`src/rtl/spi_slave_param_if.sv`:
```
// rtl/spi_slave_param_if.sv - SPI slave / RAM-side signal bundle for spi_slave_param
interface spi_slave_param_if #(
    parameter int DATA_WIDTH = 8
);
    logic                  SS_n;
    logic                  MOSI;
    logic                  MISO;
    logic [DATA_WIDTH+1:0] rx_data;
    logic                  rx_valid;
    logic                  tx_valid;
    logic [DATA_WIDTH-1:0] tx_data;
    logic                  frame_err;
    logic                  busy;

    modport slave (
        input  SS_n, MOSI, tx_valid, tx_data,
        output MISO, rx_data, rx_valid, frame_err, busy
    );

    modport master (
        output SS_n, MOSI, tx_valid, tx_data,
        input  MISO, rx_data, rx_valid, frame_err, busy
    );
endinterface

```
`src/rtl/spi_slave_param.sv`:
```
// rtl/spi_slave_param.sv - parametrised SPI slave front end for the single-port RAM
module spi_slave_param #(
    parameter int DATA_WIDTH = 8,
    parameter int MSB_FIRST  = 1,
    parameter int TX_TIMEOUT = 16
) (
    input  logic             clk,
    input  logic             rst,
    spi_slave_param_if.slave bus
);
    localparam int W  = DATA_WIDTH + 2;
    localparam int CW = $clog2(W + 1);

    localparam logic [CW-1:0] LAST_RX  = CW'(W - 1);
    localparam logic [CW-1:0] TX_BITS  = CW'(DATA_WIDTH);
    localparam logic [7:0]    TO_LAST  = 8'(TX_TIMEOUT - 1);

    localparam logic [2:0] IDLE    = 3'd0;
    localparam logic [2:0] RECV    = 3'd1;
    localparam logic [2:0] WAIT_TX = 3'd2;
    localparam logic [2:0] SEND    = 3'd3;
    localparam logic [2:0] DONE    = 3'd4;

    logic [2:0]            state;
    logic [CW-1:0]         bit_cnt;
    logic [7:0]            to_cnt;
    logic [W-1:0]          shreg;
    logic [DATA_WIDTH-1:0] tx_sr;
    logic                  rd_addr_seen;
    logic                  miso_q;
    logic [W-1:0]          rx_data_q;
    logic                  rx_valid_q;
    logic                  frame_err_q;

    logic [W-1:0]          word_next;
    logic [1:0]            cmd_next;

    // Bit that leaves the transmit register first for the configured order.
    function automatic logic first_bit(input logic [DATA_WIDTH-1:0] v);
        return (MSB_FIRST != 0) ? v[DATA_WIDTH-1] : v[0];
    endfunction

    // Transmit register after the leading bit has been consumed.
    function automatic logic [DATA_WIDTH-1:0] shift_out(input logic [DATA_WIDTH-1:0] v);
        return (MSB_FIRST != 0) ? {v[DATA_WIDTH-2:0], 1'b0} : {1'b0, v[DATA_WIDTH-1:1]};
    endfunction

    // Shift register contents including this edge's MOSI bit, and the command
    // formed from the first two bits in arrival order once the word is full.
    always_comb begin
        word_next = '0;
        cmd_next  = '0;
        if (MSB_FIRST != 0) begin
            word_next = {shreg[W-2:0], bus.MOSI};
            cmd_next  = word_next[W-1:W-2];
        end else begin
            word_next = {bus.MOSI, shreg[W-1:1]};
            cmd_next  = {word_next[0], word_next[1]};
        end
    end

    // Frame state machine: receive, optional read-data wait and transmit.
    always_ff @(posedge clk) begin
        if (rst) begin
            state        <= IDLE;
            bit_cnt      <= '0;
            to_cnt       <= '0;
            shreg        <= '0;
            tx_sr        <= '0;
            rd_addr_seen <= 1'b0;
            miso_q       <= 1'b0;
            rx_data_q    <= '0;
            rx_valid_q   <= 1'b0;
            frame_err_q  <= 1'b0;
        end else begin
            rx_valid_q  <= 1'b0;
            frame_err_q <= 1'b0;
            if (state != IDLE && bus.SS_n) begin
                // Slave select released: a partial word is an error, later aborts are silent.
                state       <= IDLE;
                bit_cnt     <= '0;
                to_cnt      <= '0;
                miso_q      <= 1'b0;
                frame_err_q <= (state == RECV);
            end else begin
                case (state)
                    IDLE: begin
                        if (!bus.SS_n) begin
                            shreg   <= word_next;
                            bit_cnt <= CW'(1);
                            state   <= RECV;
                        end
                    end
                    RECV: begin
                        shreg   <= word_next;
                        bit_cnt <= bit_cnt + CW'(1);
                        if (bit_cnt == LAST_RX) begin
                            rx_data_q <= word_next;
                            bit_cnt   <= '0;
                            if (cmd_next == 2'b11) begin
                                if (rd_addr_seen) begin
                                    rx_valid_q   <= 1'b1;
                                    rd_addr_seen <= 1'b0;
                                    to_cnt       <= '0;
                                    state        <= WAIT_TX;
                                end else begin
                                    frame_err_q <= 1'b1;
                                    state       <= DONE;
                                end
                            end else begin
                                rx_valid_q <= 1'b1;
                                if (cmd_next == 2'b10) begin
                                    rd_addr_seen <= 1'b1;
                                end
                                state <= DONE;
                            end
                        end
                    end
                    WAIT_TX: begin
                        if (bus.tx_valid) begin
                            miso_q  <= first_bit(bus.tx_data);
                            tx_sr   <= shift_out(bus.tx_data);
                            bit_cnt <= CW'(1);
                            to_cnt  <= '0;
                            state   <= SEND;
                        end else if (to_cnt == TO_LAST) begin
                            frame_err_q <= 1'b1;
                            miso_q      <= 1'b0;
                            to_cnt      <= '0;
                            state       <= DONE;
                        end else begin
                            to_cnt <= to_cnt + 8'd1;
                        end
                    end
                    SEND: begin
                        if (bit_cnt == TX_BITS) begin
                            miso_q  <= 1'b0;
                            bit_cnt <= '0;
                            state   <= DONE;
                        end else begin
                            miso_q  <= first_bit(tx_sr);
                            tx_sr   <= shift_out(tx_sr);
                            bit_cnt <= bit_cnt + CW'(1);
                        end
                    end
                    DONE: begin
                        miso_q <= 1'b0;
                    end
                    default: begin
                        state   <= IDLE;
                        bit_cnt <= '0;
                        to_cnt  <= '0;
                        miso_q  <= 1'b0;
                    end
                endcase
            end
        end
    end

    assign bus.MISO      = miso_q;
    assign bus.rx_data   = rx_data_q;
    assign bus.rx_valid  = rx_valid_q;
    assign bus.frame_err = frame_err_q;
    assign bus.busy      = (state != IDLE);
endmodule

```
`src/flat_wrapper.sv`:
```
// flat-port wrapper written by rule: the top's interface ports become plain ports
module spi_slave_param_flat 
#(
    parameter int DATA_WIDTH = 8,
    parameter int MSB_FIRST  = 1,
    parameter int TX_TIMEOUT = 16
)
  (clk, rst, bus_SS_n, bus_MOSI, bus_tx_valid, bus_tx_data, bus_MISO, bus_rx_data, bus_rx_valid, bus_frame_err, bus_busy);
  spi_slave_param_if #(.DATA_WIDTH(DATA_WIDTH)) bus_i ();
  input  logic clk;
  input  logic rst;
  input wire logic [$bits(bus_i.SS_n)-1:0] bus_SS_n;
  input wire logic [$bits(bus_i.MOSI)-1:0] bus_MOSI;
  input wire logic [$bits(bus_i.tx_valid)-1:0] bus_tx_valid;
  input wire logic [$bits(bus_i.tx_data)-1:0] bus_tx_data;
  output wire logic [$bits(bus_i.MISO)-1:0] bus_MISO;
  output wire logic [$bits(bus_i.rx_data)-1:0] bus_rx_data;
  output wire logic [$bits(bus_i.rx_valid)-1:0] bus_rx_valid;
  output wire logic [$bits(bus_i.frame_err)-1:0] bus_frame_err;
  output wire logic [$bits(bus_i.busy)-1:0] bus_busy;
  assign bus_i.SS_n = bus_SS_n;
  assign bus_i.MOSI = bus_MOSI;
  assign bus_i.tx_valid = bus_tx_valid;
  assign bus_i.tx_data = bus_tx_data;
  assign bus_MISO = bus_i.MISO;
  assign bus_rx_data = bus_i.rx_data;
  assign bus_rx_valid = bus_i.rx_valid;
  assign bus_frame_err = bus_i.frame_err;
  assign bus_busy = bus_i.busy;
  spi_slave_param #(.DATA_WIDTH(DATA_WIDTH), .MSB_FIRST(MSB_FIRST), .TX_TIMEOUT(TX_TIMEOUT)) u_core (.clk(clk), .rst(rst), .bus(bus_i));
endmodule
```
`config.mk`:
```
export PLATFORM = sky130hd
export DESIGN_NAME = spi_slave_param_flat
export DESIGN_NICKNAME = d
export VERILOG_FILES = /design/src/rtl/spi_slave_param_if.sv /design/src/rtl/spi_slave_param.sv /design/src/flat_wrapper.sv
export SDC_FILE = /design/constraint.sdc
export NUM_CORES = 1
export LEC_CHECK = 0
export CORE_MARGIN = 8
export CORE_UTILIZATION = 45
export DETAILED_ROUTE_END_ITERATION = 10
export PLACE_DENSITY = 0.67
export SLEW_MARGIN = 20
export SYNTH_ARGS = -nofsm -noshare
export SYNTH_HDL_FRONTEND = slang
export SYNTH_SLANG_ARGS = --single-unit
```
`constraint.sdc`:
```
create_clock -name clk -period 2 [get_ports clk]
set_input_delay 0.4 -clock clk [delete_from_list [all_inputs] [get_ports clk]]
set_output_delay 0.4 -clock clk [all_outputs]
set_load 0.01 [all_outputs]
```
Figure 1. The clock network (run 1).
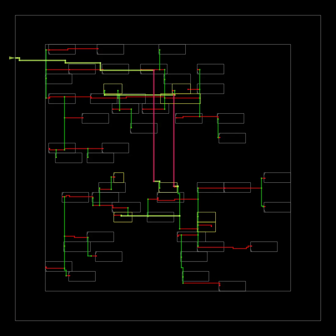
CTS Buf Count: 5
clock buf count: 6
Clk. pwr: 0.714 mW
Flops: 45

Figure 2. Cells coloured by class (run 1).
The bar under the picture is 20 um long. Fill, decap, tap and diode cells in grey.
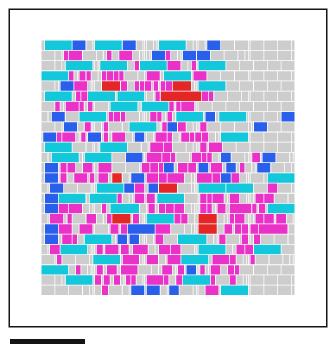
legend:
  cyan:
    class: registers
    cells: 45
    share_of_their_area: 35%
  red:
    class: clock drivers and dummy loads
    cells: 8
    share_of_their_area: 4.7%
  blue:
    class: remaining buffers and delay cells
    cells: 41
    share_of_their_area: 15%
  magenta:
    class: remaining logic cells
    cells: 181
    share_of_their_area: 45%

==> impl_metrics.json, run 1 <==
{
  "floorplan.core_util": 0.4550,
  "cts_hold_buf": 0,
  "final_cell_mix": "43 x dfxtp_1, 27 x nor2_1, 25 x clkdlybuf4s50_1",
  "hold_class": "flop to flop",
  "hold-path-cell-count": 2,
  "cp_top_family": "simple AND/OR/NAND/NOR gates",
  "ant_nets": 0,
  "ir_worst_vdd_mv": 0.4219,
  "combPwrFrac": 0.118,
  "cts_root_buffer": "clkbuf_8",
  "die-area_um2": 7086,
  "tapCellCount": 54,
  "seq_area_um2": 903.4,
  "reg2reg_to": "u_core.bus.MISO$_SDFFE_PP0P_",
  "first_global_vias": 1683,
  "dpl_cell_area_um2": 2489,
  "finalClockSkew_ns": 0.006137,
  "wl_um": 4442,
  "seq_area_frac": 0.3456,
  "worst_setup_path_start_kind": "input pin",
  "rsz0062_at_grt": "no",
  "row_count": 25,
  "cp.required_ns": 2.24,
  "floorplan.nets": 255,
  "seqPwrFrac": 0.500,
  "syn_area_um2": 2092,
  "cts_setup_buffers": 0,
  "synth.distinct_cells": 48,
  "final-setup-viol-count": 0,
  "syn_to_final_growth_pct": 24.94,
  "grt_max_degree": 30,
  "cts.sinks": 45,
  "route.vias.total": 1779,
  "cp_num_cells": 5,
  "die_x_um": 84.18,
  "drive_gt1_frac": 0.1164,
  "synthArstFlopShare": 0,
  "finalCoreUtilization": 0.5684,
  "drt-wirelength-per-cell_um": 13.50,
  "synthFlopType": "dfxtp_1",
  "cp-startpoint": "bus_tx_valid",
  "die_h_um": 84.18,
  "final-clk-cell-share": 0.04595,
  "io_buffers": 26,
  "crit_path_end_kind": "flop",
  "path_cells": "clkdlybuf4s50_1 > or4b_1 > a21oi_2 > a22oi_1 > a21oi_1",
  "comb_share": 0.4256,
  "rr_startpoint": "u_core.state[1]$_SDFFE_PP0P_",
  "path_class": "input pin to flop",
  "layout.nonclk_buf_frac": 0.1484,
  "grt_usage": 0.1289,
  "whs_ns": 0.4639,
  "fin_area_um2": 2614,
  "tool_warnings": 28,
  "hold_start": "u_core.bus.rx_data[9]$_SDFFE_PP0P_",
  "slew-limit-headroom": 0.6499,
  "worstPathBufferInverterCount": 1,
  "inv_count": 6,
  "vias_per_cell": 5.407,
  "final_cells": 329,
  "p_int_mw": 1.421,
  "outcome": "finished clean",
  "netlist_instances": 238,
  "leakagePower_nw": 1.057,
  "overflow": 0,
  "antenna_cells": 0,
  "cts_max_level": 2,
  "p_clk_frac": 0.382,
  "crit_fanout": 6
}
Figure 3. Signal wires on met2 (run 1).
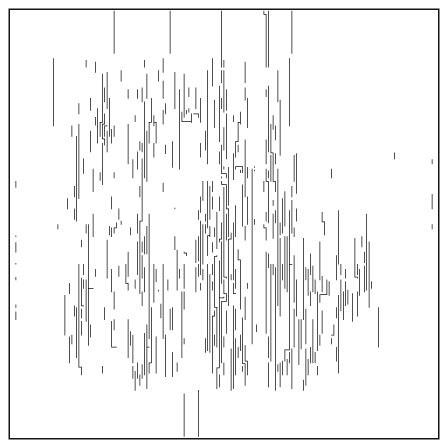
wire length on this layer: 1990 um
nets with wire on the layer: 232
share of all routed wire: 45%

==> run 1: per-layer routing <==
| layer | routed length, um | GRT usage | vias up |
|---|---|---|---|
| li1 | - | - | 921 |
| met1 | 2146 | 0.1552 | 824 |
| met2 | 1990 | 0.1978 | 30 |
| met3 | 249 | 0.05324 | 4 |
| met4 | 55 | 0.05181 | 0 |
| met5 | 0 | 0 | - |
==> run 1: Yosys cell counts, types with 2 or more instances <==
cell	number	area [um^2]
and2_1	2	12.51
and3_1	2	12.51
nand2_1	24	90.09
o21ai_1	3	15.01
a21o_1	3	22.52
a211oi_1	8	60.06
a21oi_1	23	115.1
a31oi_1	3	18.77
ha_1	4	50.05
a22oi_1	4	30.03
nand3_1	9	45.04
or3_1	6	37.54
nor2b_1	4	25.02
o21ai_0	3	15.01
nand2b_1	3	18.77
nor2_1	27	101.4
nand4_1	2	12.51
clkbuf_1	4	15.01
inv_1	6	22.52
mux2i_1	18	180.2
buf_2	6	30.03
nor3_1	3	15.01
nand3b_1	2	15.01
dfxtp_1	45	900.9
==> run 1: power by group through the flow <==
stage	registers [mW]	clock network, mW	logic [mW]
2_1_floorplan	0.944	0	0.129
3_3_place_gp	0.953	0	0.221
3_5_place_dp	0.954	0	0.224
4_1_cts	0.933	0.733	0.225
5_1_grt	0.937	0.775	0.250
6_report	0.933	0.714	0.221
==> run 1: logic make-up after synthesis <==
group / share of synthesized area
multiplexers: 0.09689
AND/OR/NAND/NOR: 0.2315
flip-flops: 0.4306
adder cells (fa/ha/maj): 0.02392
AND-OR/OR-AND: 0.1794
buffers and inverters: 0.03768
==> run 1: state kept, by name, indices dropped and copies added (netlist names), 3 cells and up <==
signal              flops
u_core.bus.rx_data     10
u_core.shreg            9
u_core.to_cnt           8
u_core.tx_sr            7
u_core.bit_cnt          4
u_core.state            3
--- run 2 (diff from run 1) ---
--- a/config.mk
+++ b/config.mk
@@ -5,6 +5,7 @@
 export SDC_FILE = /design/constraint.sdc
 export NUM_CORES = 1
 export LEC_CHECK = 0
+export CAP_MARGIN = 0
 export CORE_MARGIN = 8
 export CORE_UTILIZATION = 45
 export DETAILED_ROUTE_END_ITERATION = 10
Figure 4. Cells coloured by class (run 2).
The bar under the picture is 20 um long. Fill, decap, tap and diode cells in grey.
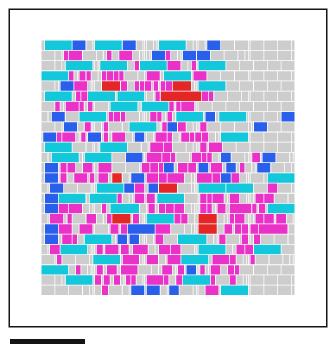
legend:
  blue:
    class: remaining buffers and delay cells
    cells: 41
    share_of_their_area: 15%
  cyan:
    class: registers
    cells: 45
    share_of_their_area: 35%
  magenta:
    class: remaining logic cells
    cells: 181
    share_of_their_area: 45%
  red:
    class: clock drivers and dummy loads
    cells: 8
    share_of_their_area: 4.7%

Figure 5. Selected gate families (run 2).
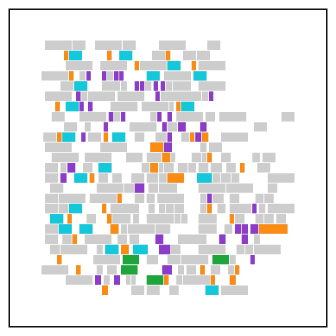
legend:
  green:
    family: fa/ha/maj cells
    cells: 4
    where: bottom middle
  cyan:
    family: mux cells
    cells: 20
  purple:
    family: nand cells
    cells: 41
  orange:
    family: nor cells
    cells: 37

==> run 2 against run 1 <==
Compared with the run above:
- synthesized cell count did not move
- via count unchanged
- die size is the same
- final area stayed put
- non-clock buffer count stayed put
- synthesized area unchanged
- highest routed layer unchanged
==> impl_metrics.json, run 2 <==
{
  "final_cells": 329,
  "first_global_vias": 1683,
  "dr.first_iter.drc_count": 91,
  "hold_start": "u_core.bus.rx_data[9]$_SDFFE_PP0P_",
  "yosys.area.top_type_share": 0.4306,
  "cts_max_level": 2,
  "largest_area_cell": "dfxtp_1",
  "io_buffers": 26,
  "overflow": 0,
  "highest_layer": "met4",
  "synth.distinct_cells": 48,
  "cts_setup_buffers": 0,
  "antenna_cells": 0,
  "path_cells": "clkdlybuf4s50_1 > or4b_1 > a21oi_2 > a22oi_1 > a21oi_1",
  "rr_startpoint": "u_core.state[1]$_SDFFE_PP0P_",
  "drt-wirelength-per-cell_um": 13.50,
  "cts_made_buffers": 5,
  "dr_wl_met3_um": 249,
  "cts_root_buffer": "clkbuf_8",
  "syn_area_um2": 2092,
  "path_class": "input pin to flop",
  "ant_nets": 0,
  "floorplan.nets": 255,
  "synthFlopType": "dfxtp_1",
  "die_h_um": 84.18,
  "yosysWarningCount": 0,
  "ys_cells": 238,
  "common_cells": "45 x dfxtp_1, 27 x nor2_1, 24 x nand2_1",
  "rsz0062_at_grt": "no",
  "syn_to_final_growth_pct": 24.94,
  "tool_warnings": 28,
  "whs_ns": 0.4639,
  "final_cell_mix": "43 x dfxtp_1, 27 x nor2_1, 25 x clkdlybuf4s50_1",
  "netlist_instances": 238,
  "cp-startpoint": "bus_tx_valid",
  "cts_hold_buf": 0,
  "route.met2.wl_um": 1990,
  "grt_usage": 0.1289,
  "die_x_um": 84.18,
  "worst_setup_path_start_kind": "input pin",
  "reg2reg_to": "u_core.bus.MISO$_SDFFE_PP0P_",
  "crit_fanout": 6,
  "die-area_um2": 7086,
  "wl_met1_um": 2146,
  "wl_um": 4442,
  "grt_max_degree": 30,
  "drive_gt1_frac": 0.1164,
  "cts.sinks": 45,
  "final-setup-viol-count": 0,
  "floorplan.core_util": 0.4550,
  "synthArstFlopShare": 0,
  "leakagePower_nw": 1.057,
  "finalClockSkew_ns": 0.006137,
  "largest_reg_flops": 10,
  "top_cell": "dfxtp_1",
  "cp.required_ns": 2.24,
  "hold_class": "flop to flop",
  "outcome": "finished clean",
  "topCellsByArea": "dfxtp_1 43%, mux2i_1 8.6%, a21oi_1 5.5%",
  "vias_per_cell": 5.407,
  "ir_worst_vdd_mv": 0.4219,
  "fin_setup_tns_ns": 0,
  "hold-path-cell-count": 2,
  "row_count": 25
}
Figure 6. Signal wires on met2 (run 2).
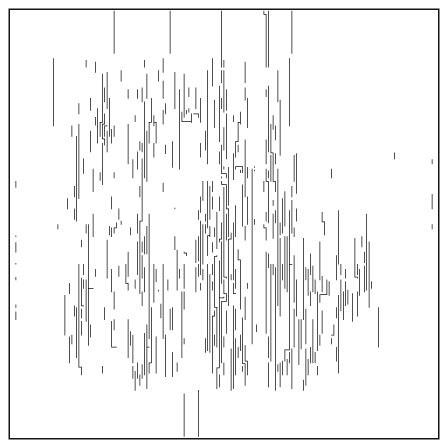
wire length on this layer: 1990 um
share of all routed wire: 45%
nets with wire on the layer: 232
main direction: vertical
longest straight run: 34.3 um

run 2: cell counts in the layout (fill, tap and decap cells not counted):
Identical to the previous run, type by type.
run 2: worst max path at each step:
stage / depth (start not counted) / end
6_report: 5 / u_core.bus.MISO$_SDFFE_PP0P_
5_1_grt: 4 / u_core.bus.frame_err$_SDFF_PP0_
4_1_cts: 2 / bus_busy
3_5_place_dp: 5 / u_core.state[1]$_SDFFE_PP0P_
3_3_place_gp: 5 / u_core.state[1]$_SDFFE_PP0P_
2_1_floorplan: 6 / u_core.state[2]$_SDFFE_PP0P_
run 2: kinds of logic after synthesis:
kind of cell	share of synthesized area
compound gates	0.1794
fa+ha+maj	0.02392
buf+inv	0.03768
mux	0.09689
flops	0.4306
simple gates	0.2315
run 2: metrics by stage:
stage                 util  instance area (um^2)
floorplan                -                  2092
global placement    0.5412                  2489
detailed placement  0.5412                  2489
CTS                 0.5679                  2611
global route        0.5684                  2614
finish              0.5684                  2614
run 2: worst max-delay path: cells and delay by family:
kind                   cells  cell delay (ns)
AND/OR/NAND/NOR            1             0.60
AND-OR/OR-AND              3             0.55
buffers and inverters      1             0.42
run 2: power by group:
group	leakage (nW)	internal, mW	switching (mW)
sequential	0.364	0.910	0.0231
clock	0.0574	0.406	0.308
combinational	0.636	0.105	0.116
run 2: cell type report:
class	count	area (um^2)
clock buffers	6	82.58
clock inverters	2	37.54
fillers	429	1984
inverters	6	22.52
multi-input cells	175	1112
flip-flops and latches	45	903.4
well taps	54	67.56
repair buffers	41	387.9
run 2: routing by layer:
layer | global-route usage | vias up
li1 | - | 921
met1 | 0.1552 | 824
met2 | 0.1978 | 30
met3 | 0.05324 | 4
met4 | 0.05181 | 0
met5 | 0 | -
--- run 3 (diff from run 2) ---
--- a/config.mk
+++ b/config.mk
@@ -6,10 +6,10 @@
 export NUM_CORES = 1
 export LEC_CHECK = 0
 export CAP_MARGIN = 0
-export CORE_MARGIN = 8
 export CORE_UTILIZATION = 45
+export CTS_CLUSTER_SIZE = 12
 export DETAILED_ROUTE_END_ITERATION = 10
-export PLACE_DENSITY = 0.67
+export PLACE_DENSITY = 0.74
 export SLEW_MARGIN = 20
 export SYNTH_ARGS = -nofsm -noshare
 export SYNTH_HDL_FRONTEND = slang
Figure 7. Selected gate families (run 3).
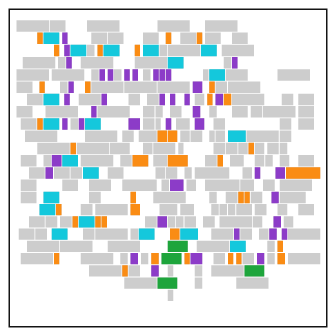
legend:
  green:
    family: fa/ha/maj cells
    cells: 4
    where: bottom middle
  cyan:
    family: mux cells
    cells: 20
  purple:
    family: nand cells
    cells: 41
  orange:
    family: nor cells
    cells: 37
    where: widely spread

Figure 8. Drive-strength map (run 3).
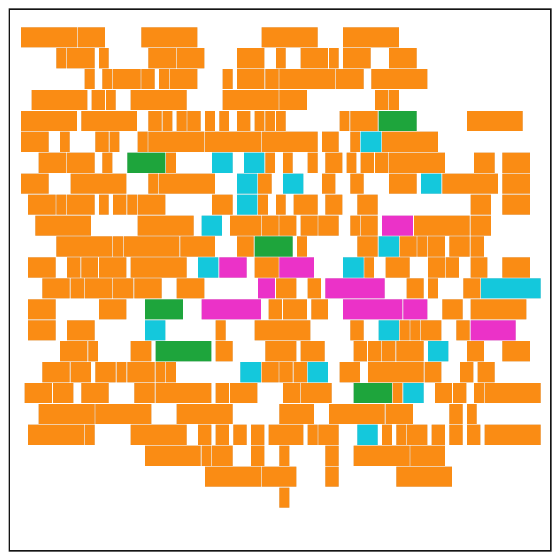
legend:
  cyan:
    size: x3 and x4
    cells: 19
    share: 6.9%
    most_used: buf_4
  magenta:
    size: x2
    cells: 9
    share: 3.3%
    most_used: dfxtp_2
  orange:
    size: x1 and smaller
    cells: 242
    share: 88%
    most_used: dfxtp_1
  green:
    size: x6 and larger
    cells: 6
    share: 2.2%
    most_used: clkbuf_8

==> run 3 against run 2 <==
Compared with the run above:
- sequential share of layout area up 0.35 points
- maximum frequency down 0.79%
- cell count down 0.30%
- non-clock buffer count up 1
- combinational power about the same
- flip-flop count unchanged
- count of clock-buffer cells in the layout down 1
- final area down 0.86%
- register-to-register slack about the same
- clock skew up 0.0018 ns
- largest power group unchanged
==> impl_metrics.json, run 3 <==
{
  "yosys.area.top_type_share": 0.4306,
  "ant_nets": 0,
  "route.vias.total": 1800,
  "die_x_um": 70.18,
  "cts_max_level": 2,
  "top_cell": "dfxtp_1",
  "ys_sh_mux": 0.09689,
  "ys_cells": 238,
  "floorplan.core_util": 0.4739,
  "antenna_cells": 0,
  "fin_area_um2": 2591,
  "netlist_instances": 238,
  "cts_setup_buffers": 0,
  "synthArstFlopShare": 0,
  "hold_start": "u_core.bus.rx_data[9]$_SDFFE_PP0P_",
  "busiest_layer": "met2",
  "row_count": 24,
  "switchingPower_mw": 0.4552,
  "route.met2.wl_um": 1958,
  "cp.required_ns": 2.24,
  "syn_area_um2": 2092,
  "hold_class": "flop to flop",
  "simple_gate_share": 0.2315,
  "whs_ns": 0.4586,
  "use_met3": 0.04762,
  "reg2reg_to": "u_core.bus.MISO$_SDFFE_PP0P_",
  "grtUsageMet1": 0.2484,
  "first_global_vias": 1763,
  "final_cells": 328,
  "rr_startpoint": "u_core.state[1]$_SDFFE_PP0P_",
  "cts.sinks": 45,
  "topCellsByArea": "dfxtp_1 43%, mux2i_1 8.6%, a21oi_1 5.5%",
  "combPwrFrac": 0.128,
  "synthFlopType": "dfxtp_1",
  "io_buffers": 26,
  "largest_reg_flops": 10,
  "dr_wl_met3_um": 210,
  "final-setup-viol-count": 0,
  "seqPwrFrac": 0.546,
  "final_cell_mix": "42 x dfxtp_1, 27 x nor2_1, 25 x clkdlybuf4s50_1",
  "wl_um": 4361,
  "vias_per_cell": 5.488,
  "cts_hold_buf": 0,
  "grt_max_degree": 29,
  "outcome": "finished clean",
  "leakagePower_nw": 1.041,
  "slew-limit-headroom": 0.6262,
  "ys_sh_adder": 0.02392,
  "netSwitchingFraction": 0.2652,
  "cts_root_buffer": "clkbuf_8",
  "overflow": 0,
  "synth.distinct_cells": 48,
  "common_cells": "45 x dfxtp_1, 27 x nor2_1, 24 x nand2_1",
  "dr.first_iter.drc_count": 96,
  "syn_to_final_growth_pct": 23.86,
  "finalClockSkew_ns": 0.007957,
  "n_fill_cell": 403,
  "fin_setup_tns_ns": 0,
  "dpl_cell_area_um2": 2494
}
Figure 9. Signal wires on met2 (run 3).
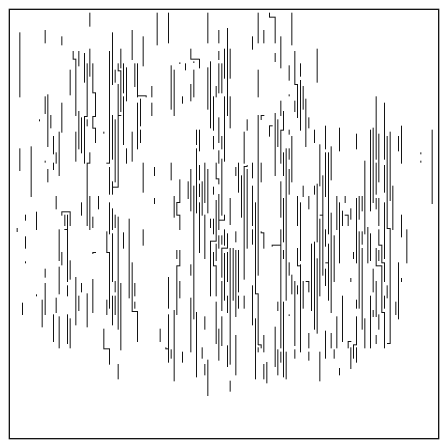
nets with wire on the layer: 236
longest straight run: 26.2 um

-- run 3: worst max path at each step --
| stage | end | slack, ns | from |
|---|---|---|---|
| final | u_core.bus.MISO$_SDFFE_PP0P_ | 0.25 | bus_tx_valid |
| after global routing | u_core.bit_cnt[0]$_SDFFE_PP0P_ | 0.15 | bus_tx_valid |
| after CTS | bus_busy | 0.03 | u_core.state[2]$_SDFFE_PP0P_ |
| after detailed placement | u_core.to_cnt[5]$_SDFFE_PP0P_ | -0.04 | bus_tx_valid |
| after global placement | u_core.to_cnt[5]$_SDFFE_PP0P_ | 0.01 | bus_tx_valid |
| after floorplan | u_core.state[2]$_SDFFE_PP0P_ | 0.38 | u_core.bit_cnt[0]$_SDFFE_PP0P_ |
-- run 3: cell type report --
| cell class | instances | area, um^2 | share of cell area |
|---|---|---|---|
| clock inverter | 3 | 22.52 | 0.008691 |
| multi-input combinational | 175 | 1112 | 0.4293 |
| clock buffer | 5 | 68.82 | 0.02656 |
| sequential | 45 | 904.6 | 0.3491 |
| timing repair buffer | 42 | 395.4 | 0.1526 |
| inverter | 6 | 22.52 | 0.008691 |
| tap | 52 | 65.06 | 0.02511 |
-- run 3: cell families (layout without fill, tap and decap cells) --
group,after synthesis,after routing
buffers and inverters,18,56
and+or+nand+nor,94,94
DFF,45,45
muxes,20,20
adders and majority gates,4,4
AOI/OAI and AO/OA,57,57
-- run 3: worst max-delay path: stages --
cell and delay [ns]:
clkdlybuf4s50_1 0.42, or4b_1 0.61, a21oi_2 0.29, a22oi_1 0.13, a21oi_1 0.14
-- run 3: power by group through the flow --
stage	clock network, mW	logic [mW]	registers [mW]
floorplan	0	0.129	0.944
global placement	0	0.217	0.957
detailed placement	0	0.220	0.957
CTS	0.579	0.223	0.937
global route	0.612	0.244	0.941
finish	0.560	0.219	0.937
Power is estimated from default activity; no workload was simulated.
